<file path="config.mk">
export PLATFORM = sky130hd
export DESIGN_NAME = stimulus_driver
export DESIGN_NICKNAME = d
export VERILOG_FILES = /design/src/rtl/stim_pkg.sv /design/src/rtl/lfsr32.sv /design/src/rtl/stimulus_driver.sv
export SDC_FILE = /design/constraint.sdc
export NUM_CORES = 1
export LEC_CHECK = 0
export ABC_AREA = 1
export CORE_AREA = 2 2 136 138
export DETAILED_ROUTE_END_ITERATION = 7
export DIE_AREA = 0 0 138 140
export GPL_TIMING_DRIVEN = 0
export PLACE_DENSITY = 0.79
export SLEW_MARGIN = 40
export SYNTH_ARGS = -nofsm -noshare
export SYNTH_HDL_FRONTEND = slang
export SYNTH_SLANG_ARGS = --single-unit
</file>
<file path="constraint.sdc">
create_clock -name clk -period 2.47 [get_ports clk]
set_input_delay 0.3705 -clock clk [delete_from_list [all_inputs] [get_ports clk]]
set_output_delay 0.3705 -clock clk [all_outputs]
set_load 0.005 [all_outputs]
</file>
<file path="src/rtl/stim_pkg.sv">
// stim_pkg: shared definitions for the stimulus driver.
//   state_t         - run-sequencer state encoding
//   LFSR_MASK       - Galois feedback mask for the 32-bit operand LFSRs
//   CORNER_A/B      - the four fixed corner operand pairs, issued in order
//   lfsr_step()     - one right-shifting Galois LFSR step
package stim_pkg;

  typedef enum logic [2:0] {
    S_IDLE,
    S_CORNER,
    S_RANDOM,
    S_DRAIN,
    S_DONE
  } state_t;

  localparam logic [31:0] LFSR_MASK = 32'h8020_0003;

  localparam logic [31:0] CORNER_A [4] = '{32'h0000_0000, 32'hFFFF_FFFF,
                                           32'h7FFF_FFFF, 32'hFFFF_FFFF};
  localparam logic [31:0] CORNER_B [4] = '{32'h0000_0000, 32'h0000_0001,
                                           32'h0000_0001, 32'hFFFF_FFFF};

  function automatic logic [31:0] lfsr_step(input logic [31:0] v);
    return {1'b0, v[31:1]} ^ (v[0] ? LFSR_MASK : 32'h0);
  endfunction

endpackage

</file>
<file path="src/rtl/lfsr32.sv">
// lfsr32: 32-bit Galois LFSR with load and advance.
//   clk, reset  - clock, synchronous active-high reset (clears value)
//   i_load      - load i_seed (a zero seed is replaced by 1); wins over advance
//   i_seed      - seed value
//   i_advance   - step the LFSR once
//   o_value     - current LFSR value
module lfsr32
  import stim_pkg::*;
(
  input  logic        clk,
  input  logic        reset,
  input  logic        i_load,
  input  logic [31:0] i_seed,
  input  logic        i_advance,
  output logic [31:0] o_value
);

  always_ff @(posedge clk) begin
    if (reset) begin
      o_value <= '0;
    end else if (i_load) begin
      // all-zero is the lock-up state of the LFSR
      o_value <= (i_seed == '0) ? 32'h0000_0001 : i_seed;
    end else if (i_advance) begin
      o_value <= lfsr_step(o_value);
    end
  end

endmodule

</file>
<file path="src/rtl/stimulus_driver.sv">
// stimulus_driver: issues a run of i_count operand pairs to a DUT/checker
// pair (four corner vectors first, then LFSR vectors), tallies the checker's
// pass/fail events, then drains and pulses o_done.
//   clk, reset              - clock, synchronous active-high reset
//   i_start                 - run request, honoured only in IDLE
//   i_count, i_seed         - vectors per run and LFSR seed, latched on start
//   o_dut_ia, o_dut_ib      - operands (zero when o_vld is low)
//   o_vld                   - operands carry a run vector
//   i_event                 - checker result, bit 0 = pass
//   o_busy, o_done          - run status (registered from state)
//   o_pass_cnt, o_fail_cnt  - event tallies, held until the next start
module stimulus_driver
  import stim_pkg::*;
#(
  parameter int WIDTH   = 32,
  parameter int EVT_LAT = 2
) (
  input  logic             clk,
  input  logic             reset,
  input  logic             i_start,
  input  logic [15:0]      i_count,
  input  logic [WIDTH-1:0] i_seed,
  output logic [WIDTH-1:0] o_dut_ia,
  output logic [WIDTH-1:0] o_dut_ib,
  output logic             o_vld,
  input  logic [WIDTH-1:0] i_event,
  output logic             o_busy,
  output logic             o_done,
  output logic [15:0]      o_pass_cnt,
  output logic [15:0]      o_fail_cnt
);

  state_t             r_state;
  logic [15:0]        r_count;
  logic [15:0]        r_idx;
  logic [7:0]         r_drain;
  logic [EVT_LAT-1:0] r_vld_dly;

  logic        w_load;
  logic        w_advance;
  logic        w_last;
  logic        w_evt_vld;
  logic [31:0] w_lfsr_a;
  logic [31:0] w_lfsr_b;
  logic        w_unused_evt;

  assign w_load       = (r_state == S_IDLE) && i_start;
  assign w_advance    = (r_state == S_RANDOM);
  assign w_last       = ((r_idx + 16'd1) == r_count);
  assign w_evt_vld    = r_vld_dly[EVT_LAT-1];
  assign w_unused_evt = ^i_event[WIDTH-1:1];

  lfsr32 u_lfsr_a (
    .clk       (clk),
    .reset     (reset),
    .i_load    (w_load),
    .i_seed    (i_seed),
    .i_advance (w_advance),
    .o_value   (w_lfsr_a)
  );

  lfsr32 u_lfsr_b (
    .clk       (clk),
    .reset     (reset),
    .i_load    (w_load),
    .i_seed    (~i_seed),
    .i_advance (w_advance),
    .o_value   (w_lfsr_b)
  );

  always_ff @(posedge clk) begin
    if (reset) begin
      r_state    <= S_IDLE;
      r_count    <= '0;
      r_idx      <= '0;
      r_drain    <= '0;
      r_vld_dly  <= '0;
      o_dut_ia   <= '0;
      o_dut_ib   <= '0;
      o_vld      <= 1'b0;
      o_busy     <= 1'b0;
      o_done     <= 1'b0;
      o_pass_cnt <= '0;
      o_fail_cnt <= '0;
    end else begin
      o_dut_ia <= '0;
      o_dut_ib <= '0;
      o_vld    <= 1'b0;
      o_done   <= (r_state == S_DONE);
      o_busy   <= (r_state == S_CORNER) || (r_state == S_RANDOM) ||
                  (r_state == S_DRAIN);

      // o_vld delayed to line up with the checker's event for that vector
      r_vld_dly[0] <= o_vld;
      for (int unsigned i = 1; i < EVT_LAT; i++) begin
        r_vld_dly[i] <= r_vld_dly[i-1];
      end

      if (w_evt_vld) begin
        if (i_event[0]) o_pass_cnt <= o_pass_cnt + 16'd1;
        else            o_fail_cnt <= o_fail_cnt + 16'd1;
      end

      case (r_state)
        S_IDLE: begin
          if (i_start) begin
            r_count    <= i_count;
            r_idx      <= '0;
            r_drain    <= '0;
            o_pass_cnt <= '0;
            o_fail_cnt <= '0;
            r_state    <= (i_count == '0) ? S_DRAIN : S_CORNER;
          end
        end
        S_CORNER: begin
          o_vld    <= 1'b1;
          o_dut_ia <= CORNER_A[r_idx[1:0]];
          o_dut_ib <= CORNER_B[r_idx[1:0]];
          r_idx    <= r_idx + 16'd1;
          // a short run ends inside the corner set
          if (w_last)             r_state <= S_DRAIN;
          else if (r_idx == 16'd3) r_state <= S_RANDOM;
        end
        S_RANDOM: begin
          o_vld    <= 1'b1;
          o_dut_ia <= w_lfsr_a;
          o_dut_ib <= w_lfsr_b;
          r_idx    <= r_idx + 16'd1;
          if (w_last) r_state <= S_DRAIN;
        end
        S_DRAIN: begin
          if (r_drain == 8'(EVT_LAT - 1)) r_state <= S_DONE;
          else                            r_drain <= r_drain + 8'd1;
        end
        S_DONE: begin
          r_state <= S_IDLE;
        end
        default: r_state <= S_IDLE;
      endcase
    end
  end

endmodule

</file>
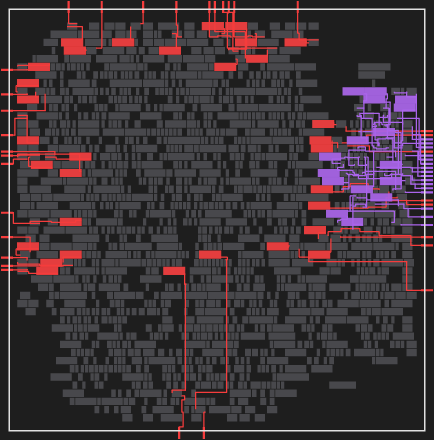
Fig. 1. Port wiring (run 1).
(3 px per µm)
[`o_dut_ia`] red | direction: output | end cells: 32 | buffers: 32 | wire: 921 µm
[`o_pass_cnt`] purple | direction: output | end cells: 16 | buffers: 16 | wire: 621 µm
number of port buffers: 150
Ports: 182

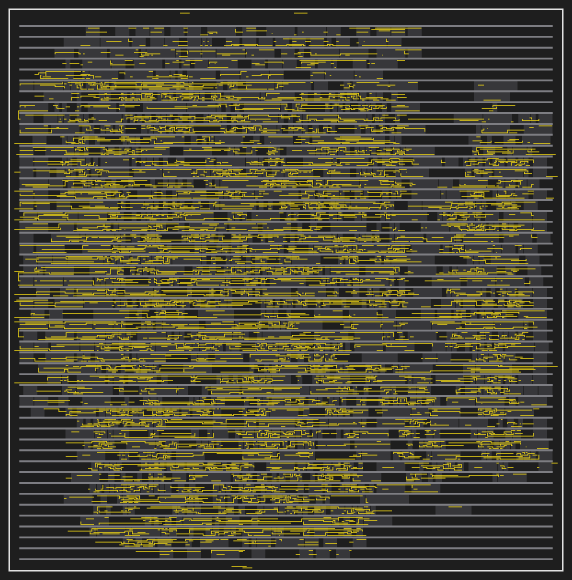
Fig. 2. Metal 1 (run 1).
(4 px per µm) Supply wires on this layer in gray. Cells faint in the background.
share of all routed wire: 44%
wire length on this layer: 11600 µm
main direction: horizontal
longest straight run: 41.4 µm
GRT met1 Usage: 35.6%
vias after detailed routing: 9163
final wirelength: 26500 µm

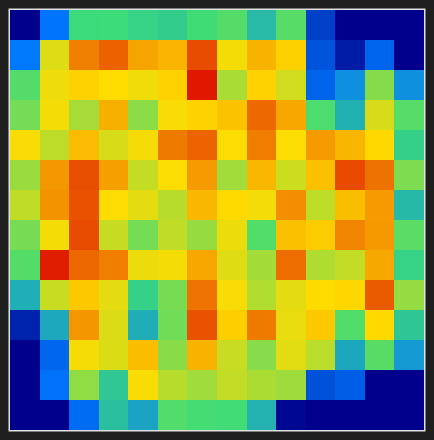
Fig. 3. Cell area per tile (run 1).
(3 px per µm) 14 x 14 tiles, from dark blue (low) to red (high), 0 to 100% covered.
fullest tile: 97%
mean over tiles: 60%
tiles over 75% full: 32%
post-layout util: 66.3%
Core Util at FP: 51.2%
total core area: 17800 µm²

==> out/metrics.yaml, run 1 <==
status: "completed"
worstPathCellList: "nor2_1 -> inv_1 -> nor2_1 -> inv_1 -> nor2_4 -> nor2_1 -> clkbuf_1 -> nand2_1 -> nand3_1 -> nand2_1 -> inv_1"
top_power_group: "registers"
p_seq_mw: 4.25
ir_drop_mv: 0.667
viasPerCell: 5.33
cts_tree: "yes"
p_sw_share_pct: 32.3
gp_congestion: 0.951
drt-met1-wl_um: 11600
synth_area_um2: 9100
crit_path_max_incr_delay_ns: 0.56
drc: 0
dr_wl_met2_um: 11800
endpoint: "u_lfsr_a.o_value[31]"
dieWidth_um: 138
fin_worst_skew_ns: 0.0249
cp_max_fo: 10
synth_warnings: 0
top_logic_kind: "simple AND/OR/NAND/NOR gates"
dr.pass1.iters: 5
ys_seq_share_pct: 45.8
grt_overflow: 0
ys_types: 41
startpoint_type: "register"
synthXorXnorAreaFrac_pct: 2.13
synthFlopType: "dfxtp_1"
critPathKind: "register to register"
drt_iter0_markers: 879
clock_sinks: 208
--- run 2 (diff from run 1) ---
--- a/config.mk
+++ b/config.mk
@@ -9,9 +9,10 @@
 export CORE_AREA = 2 2 136 138
 export DETAILED_ROUTE_END_ITERATION = 7
 export DIE_AREA = 0 0 138 140
+export GPL_ROUTABILITY_DRIVEN = 0
 export GPL_TIMING_DRIVEN = 0
 export PLACE_DENSITY = 0.79
-export SLEW_MARGIN = 40
+export SLEW_MARGIN = 20
 export SYNTH_ARGS = -nofsm -noshare
 export SYNTH_HDL_FRONTEND = slang
 export SYNTH_SLANG_ARGS = --single-unit
==> out/metrics.yaml, run 2 <==
top_logic_kind: "simple AND/OR/NAND/NOR gates"
synthXorXnorAreaFrac_pct: 2.13  # unchanged
synthFlopType: "dfxtp_1"
top_power_group: "registers"
dieWidth_um: 138  # unchanged
drt-met1-wl_um: 11400  # -2.1%
worstPathCellList: "nor2_1 -> inv_1 -> nor2_1 -> buf_2 -> buf_1 -> nand2_1 -> a21oi_1"
fp_util_pct: 51.2  # unchanged
num_io_pins: 182  # unchanged
critPathKind: "register to register"
startpoint_type: "register"
viasPerCell: 5.39  # +1.1%
port_buffers: 150  # unchanged
status: "completed"
drc: 0  # unchanged
grtUsageMet1_pct: 35.4  # -0.24 points
p_sw_share_pct: 33.2  # +0.88 points
endpoint: "o_dut_ia[20]"
synth_warnings: 0  # unchanged
crit_path_max_incr_delay_ns: 0.51  # -0.05 ns
synth_area_um2: 9100  # unchanged
dr_wl_met2_um: 11900  # +1.2%
ys_seq_share_pct: 45.8  # unchanged
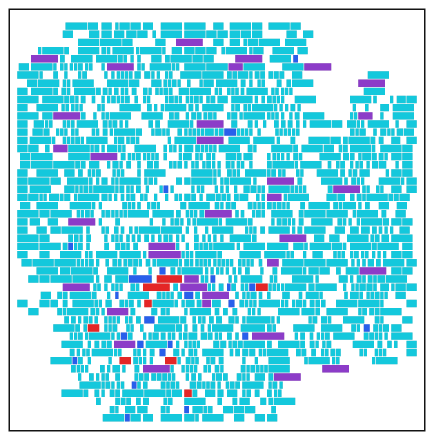
Fig. 4. Drive-strength map (run 2).
(3 px per µm)
[drive 3 to 4] red | cells: 8 | share: 0.54% | most used: nor2_4
[drive 6 and up] purple | cells: 34 | share: 2.3% | most used: clkbuf_16
[drive 2] blue | cells: 23 | share: 1.5% | most used: buf_2
[drive 1 or less] cyan | cells: 1423 | share: 96% | most used: nand2_1
Repair and plain buffers: 210
design area: 11700 µm²
worst setup margin: 0.198 ns
area growth from synthesis to layout: 28.1%

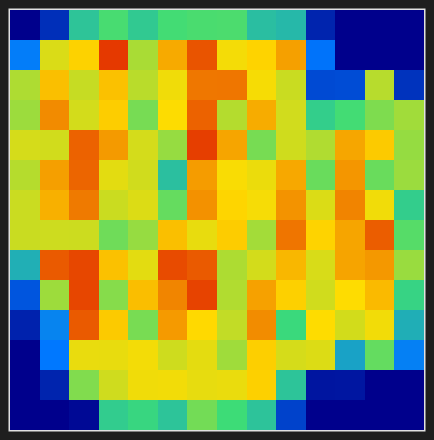
Fig. 5. Cell area per tile (run 2).
(3 px per µm) 14 x 14 tiles, from dark blue (low) to red (high), 0 to 100% covered.
post-layout util: 65.6%

